## config.mk

```make
export PLATFORM = sky130hd
export DESIGN_NAME = fu_wb_serializer
export DESIGN_NICKNAME = d
export VERILOG_FILES = /design/src/rtl/fu_wb_serializer.sv
export SDC_FILE = /design/constraint.sdc
export NUM_CORES = 1
export LEC_CHECK = 0
export ABC_AREA = 1
export ABC_CLOCK_PERIOD_IN_PS = 16400
export CORE_AREA = 2 2 513 260
export CTS_BUF_LIST = sky130_fd_sc_hd__clkbuf_2 sky130_fd_sc_hd__clkbuf_4 sky130_fd_sc_hd__clkbuf_8
export DETAILED_ROUTE_END_ITERATION = 6
export DIE_AREA = 0 0 515 262
export SKIP_LAST_GASP = 1
export SYNTH_ARGS = -nofsm -noshare
export SYNTH_HDL_FRONTEND = slang
export SYNTH_SLANG_ARGS = --single-unit
```

## constraint.sdc

```tcl
create_clock -name clk -period 16.4 [get_ports clk]
set_input_delay 2.46 -clock clk [delete_from_list [all_inputs] [get_ports clk]]
set_output_delay 2.46 -clock clk [all_outputs]
set_load 0.02 [all_outputs]
```

## src/rtl/fu_wb_serializer.sv

```systemverilog
// fu_wb_serializer
//   Result stage behind a functional unit. Each FU output bundle (instruction id,
//   up to MAX_OPERANDS 64-bit results and a per-slot valid mask) is captured into
//   an in-order FIFO. The head entry is drained as one register-file write beat per
//   cycle, with slots in ascending order. A bundle with an empty mask drains as a
//   single completion-only beat. The FU output has no ready, so back-pressure is
//   returned to the issue stage through o_fu_can_issue.
//
// Ports
//   clk              clock, all state on rising edge
//   rst_n            asynchronous active-low reset
//   i_valid          FU bundle valid
//   i_inst_id        FU instruction id
//   i_data           MAX_OPERANDS x 64-bit results, slot s at [s*64 +: 64]
//   i_data_valid     per-slot result valid mask
//   o_fu_can_issue   at least ISSUE_SLACK free entries
//   o_wb_valid       write beat available
//   i_wb_ready       consumer accepts beat
//   o_wb_inst_id     instruction owning the beat
//   o_wb_slot        result slot of the beat
//   o_wb_data        result data
//   o_wb_write       1 = register write, 0 = completion-only beat
//   o_wb_last        final beat of the instruction
//   o_count          occupied FIFO entries
//   o_overflow       sticky, a bundle was dropped because the FIFO was full
module fu_wb_serializer #(
  parameter int INST_ID_BITS = 6,
  parameter int MAX_OPERANDS = 3,
  parameter int DEPTH        = 4,
  parameter int ISSUE_SLACK  = 2,
  localparam int SLOT_W = (MAX_OPERANDS > 1) ? $clog2(MAX_OPERANDS) : 1,
  localparam int CNT_W  = $clog2(DEPTH + 1)
) (
  input  logic                         clk,
  input  logic                         rst_n,
  input  logic                         i_valid,
  input  logic [INST_ID_BITS-1:0]      i_inst_id,
  input  logic [MAX_OPERANDS*64-1:0]   i_data,
  input  logic [MAX_OPERANDS-1:0]      i_data_valid,
  output logic                         o_fu_can_issue,
  output logic                         o_wb_valid,
  input  logic                         i_wb_ready,
  output logic [INST_ID_BITS-1:0]      o_wb_inst_id,
  output logic [SLOT_W-1:0]            o_wb_slot,
  output logic [63:0]                  o_wb_data,
  output logic                         o_wb_write,
  output logic                         o_wb_last,
  output logic [CNT_W-1:0]             o_count,
  output logic                         o_overflow
);

  localparam int PTR_W = $clog2(DEPTH);

  logic [INST_ID_BITS-1:0]    r_id   [DEPTH];
  logic [MAX_OPERANDS*64-1:0] r_data [DEPTH];
  logic [MAX_OPERANDS-1:0]    r_mask [DEPTH];

  logic [PTR_W-1:0]        r_rd_ptr;
  logic [PTR_W-1:0]        r_wr_ptr;
  logic [CNT_W-1:0]        r_count;
  logic [MAX_OPERANDS-1:0] r_rem;
  logic                    r_overflow;

  logic                    w_valid;
  logic [SLOT_W-1:0]       w_slot;
  logic [63:0]             w_data;
  logic [MAX_OPERANDS-1:0] w_rem_clr;
  logic                    w_last;
  logic                    w_write;
  logic                    w_xfer;
  logic                    w_pop;
  logic                    w_full;
  logic                    w_push;
  logic [PTR_W-1:0]        w_rd_next;

  assign w_valid = (r_count != '0);

  // Lowest set bit of the remaining mask: scanning downward, the last hit wins.
  always_comb begin
    w_slot = '0;
    w_data = '0;
    for (int i = MAX_OPERANDS - 1; i >= 0; i--) begin
      if (r_rem[i]) begin
        w_slot = SLOT_W'(i);
        w_data = r_data[r_rd_ptr][i*64 +: 64];
      end
    end
  end

  // An empty remaining mask only occurs for an all-zero bundle, which yields
  // last=1 and write=0 naturally.
  assign w_rem_clr = r_rem & ~(MAX_OPERANDS'(1) << w_slot);
  assign w_last    = (w_rem_clr == '0);
  assign w_write   = |r_rem;

  assign w_xfer    = w_valid & i_wb_ready;
  assign w_pop     = w_xfer & w_last;
  assign w_full    = (r_count == CNT_W'(DEPTH));
  assign w_push    = i_valid & (~w_full | w_pop);
  assign w_rd_next = r_rd_ptr + PTR_W'(1);

  assign o_wb_valid     = w_valid;
  assign o_wb_inst_id   = w_valid ? r_id[r_rd_ptr] : '0;
  assign o_wb_slot      = w_valid ? w_slot : '0;
  assign o_wb_data      = w_valid ? w_data : '0;
  assign o_wb_write     = w_valid & w_write;
  assign o_wb_last      = w_valid & w_last;
  assign o_count        = r_count;
  assign o_overflow     = r_overflow;
  assign o_fu_can_issue = (DEPTH - int'(r_count)) >= ISSUE_SLACK;

  // Storage needs no reset; occupancy is tracked by the pointers and count.
  always_ff @(posedge clk) begin
    if (w_push) begin
      r_id[r_wr_ptr]   <= i_inst_id;
      r_data[r_wr_ptr] <= i_data;
      r_mask[r_wr_ptr] <= i_data_valid;
    end
  end

  always_ff @(posedge clk or negedge rst_n) begin
    if (!rst_n) begin
      r_rd_ptr   <= '0;
      r_wr_ptr   <= '0;
      r_count    <= '0;
      r_rem      <= '0;
      r_overflow <= 1'b0;
    end else begin
      if (w_push) r_wr_ptr <= r_wr_ptr + PTR_W'(1);
      if (w_pop)  r_rd_ptr <= w_rd_next;

      case ({w_push, w_pop})
        2'b10:   r_count <= r_count + CNT_W'(1);
        2'b01:   r_count <= r_count - CNT_W'(1);
        default: r_count <= r_count;
      endcase

      if (i_valid && !w_push) r_overflow <= 1'b1;

      // The remaining mask follows whichever entry is head after this edge:
      // the next stored entry, or the bundle arriving into an emptying FIFO.
      if (w_pop) begin
        if (r_count > CNT_W'(1)) r_rem <= r_mask[w_rd_next];
        else if (w_push)         r_rem <= i_data_valid;
        else                     r_rem <= '0;
      end else if (w_xfer) begin
        r_rem <= w_rem_clr;
      end else if (!w_valid && w_push) begin
        r_rem <= i_data_valid;
      end
    end
  end

endmodule

```

Fig. 1: cells colored by class
(1 px per µm)
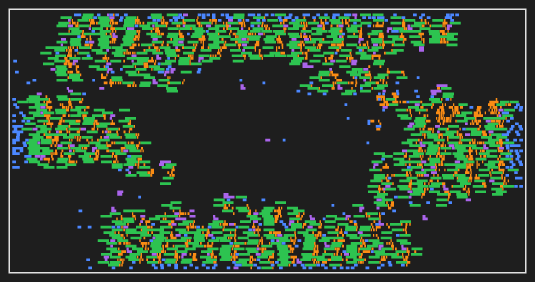
Key: orange = all other logic [cells 1590, share of their area 20%]; blue = other buffers and delay cells [cells 321, share of their area 8.4%]; green = flip-flops [cells 815, share of their area 66%]; purple = clock drivers and dummy loads [cells 212, share of their area 6.5%]

Fig. 2: nets reached from selected ports
(1 px per µm)
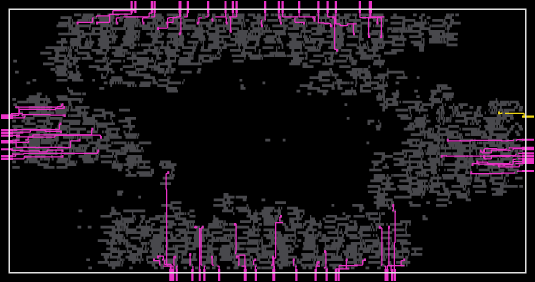
Key: magenta = o_wb_data [bits 64, direction output, edge 22 bottom, 21 top, 11 left, 10 right, end cells 64, wire 2730 µm]; yellow = o_fu_can_issue [bits 1, direction output, edge right, end cells 1, wire 27.1 µm]
IO buf count: 284
io pins: 285

Fig. 3: placed standard cells
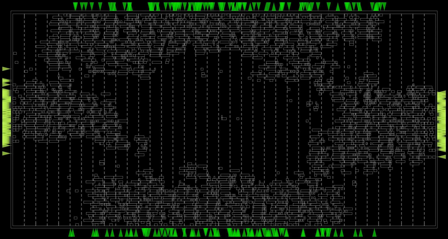
tap cell count: 1728
Flops: 815

per-stage QoR:
stage / std cells / utilization / worst slack [ns]
after detailed placement: 4454 / 0.284 / 9.44
after global placement: 4454 / 0.284 / 9.45
after CTS: 4666 / 0.302 / 8.47
after global routing: 4669 / 0.302 / 8.17
final: 4671 / 0.302 / 8.71
after floorplan: 2572 / - / 4.22
cell usage after synthesis, drive strengths merged (11+ instances only):
cell type | n | share of area
inv | 34 | 0.0040
nand2 | 548 | 0.063
clkbuf | 63 | 0.0073
buf | 104 | 0.019
ha | 11 | 0.0042
o221ai | 64 | 0.017
dfrtp | 11 | 0.0085
nor2 | 311 | 0.036
a21oi | 124 | 0.019
o21ai | 212 | 0.033
edfxtp | 804 | 0.74
nand3 | 271 | 0.042
==> Changelog: implementation <==
## Flow update

- Plain + repair buffers: 321
- Status: completed
- WL met1: 42400 µm
- Reg2reg start: o_count[0]$_DFFE_PN0P_
- Syn Std Cell Area: 32500 µm²
- Sequential share of cell area: 0.620
- Pin count of the biggest net entering global routing: 196
- Ys flops: 815
- Int Pwr: 4590 µW
- Top cell excl fill/tap: edfxtp_1
- Final instance area: 39400 µm²
- CTS tree: done
- GRT met1 Usage: 0.190
- Power share of the sequential group: 0.385
- N_diodes: 5
- Setup_tns: 0 ns
- Worst path top cell family by delay: buffers and inverters
- Hold path startpoint: o_overflow$_DFFE_PN0P_
- CP endpoint kind: output port
- Placed inst area: 37000 µm²
- Final setup vio count: 0
- Highest clock rate: 0.130 GHz
- Area grow syn2layout: 21.4%
- Final GP Congestion: 0.730
- Stages on the worst setup path: 8
- Largest Register: r_data
- Synthesized Nets: 2788
- DR WL/cell: 19.4 µm
- Met2 Usage GRT: 0.187
- Die y size: 262 µm
- Gate Count Post-Synth: 2572
- Crit path from: r_rd_ptr[0]$_DFFE_PN0N_
- Final hold vios: 0
- Worst slew margin: 0.180
- Fillers: 13100
- Hold EP: o_overflow$_DFFE_PN0P_
- Buf/Inv on CP: 4
- Tot Pwr: 7600 µW
- CLK BUF: 161
- CP endpoint: o_wb_data[25]
- Yosys simple share: 0.142
- GRT met3 Usage: 0.0386
- Yosys cell count: 2572
- Switching Share: 0.396
- FFs w/ async S/R, synth: 0.0135
- Top logic family: simple AND/OR/NAND/NOR gates
- Max Cap Viol: 0
- Yosys warning count: 0
- GR peak layer: met1
- Setup Buffers After CTS: 0
- Slew Viols, Final: 0
- First-pass GRT wire length: 132000 µm
- Mux share: 0.000308
- FF-to-FF path depth: 12
- Hold depth: 1
- CP Data Arrival Time: 5.23 ns
- Sequential cell area: 24400 µm²
- CTS Buf Count: 119
No activity file was given, so power comes from the tool's default toggle rates.
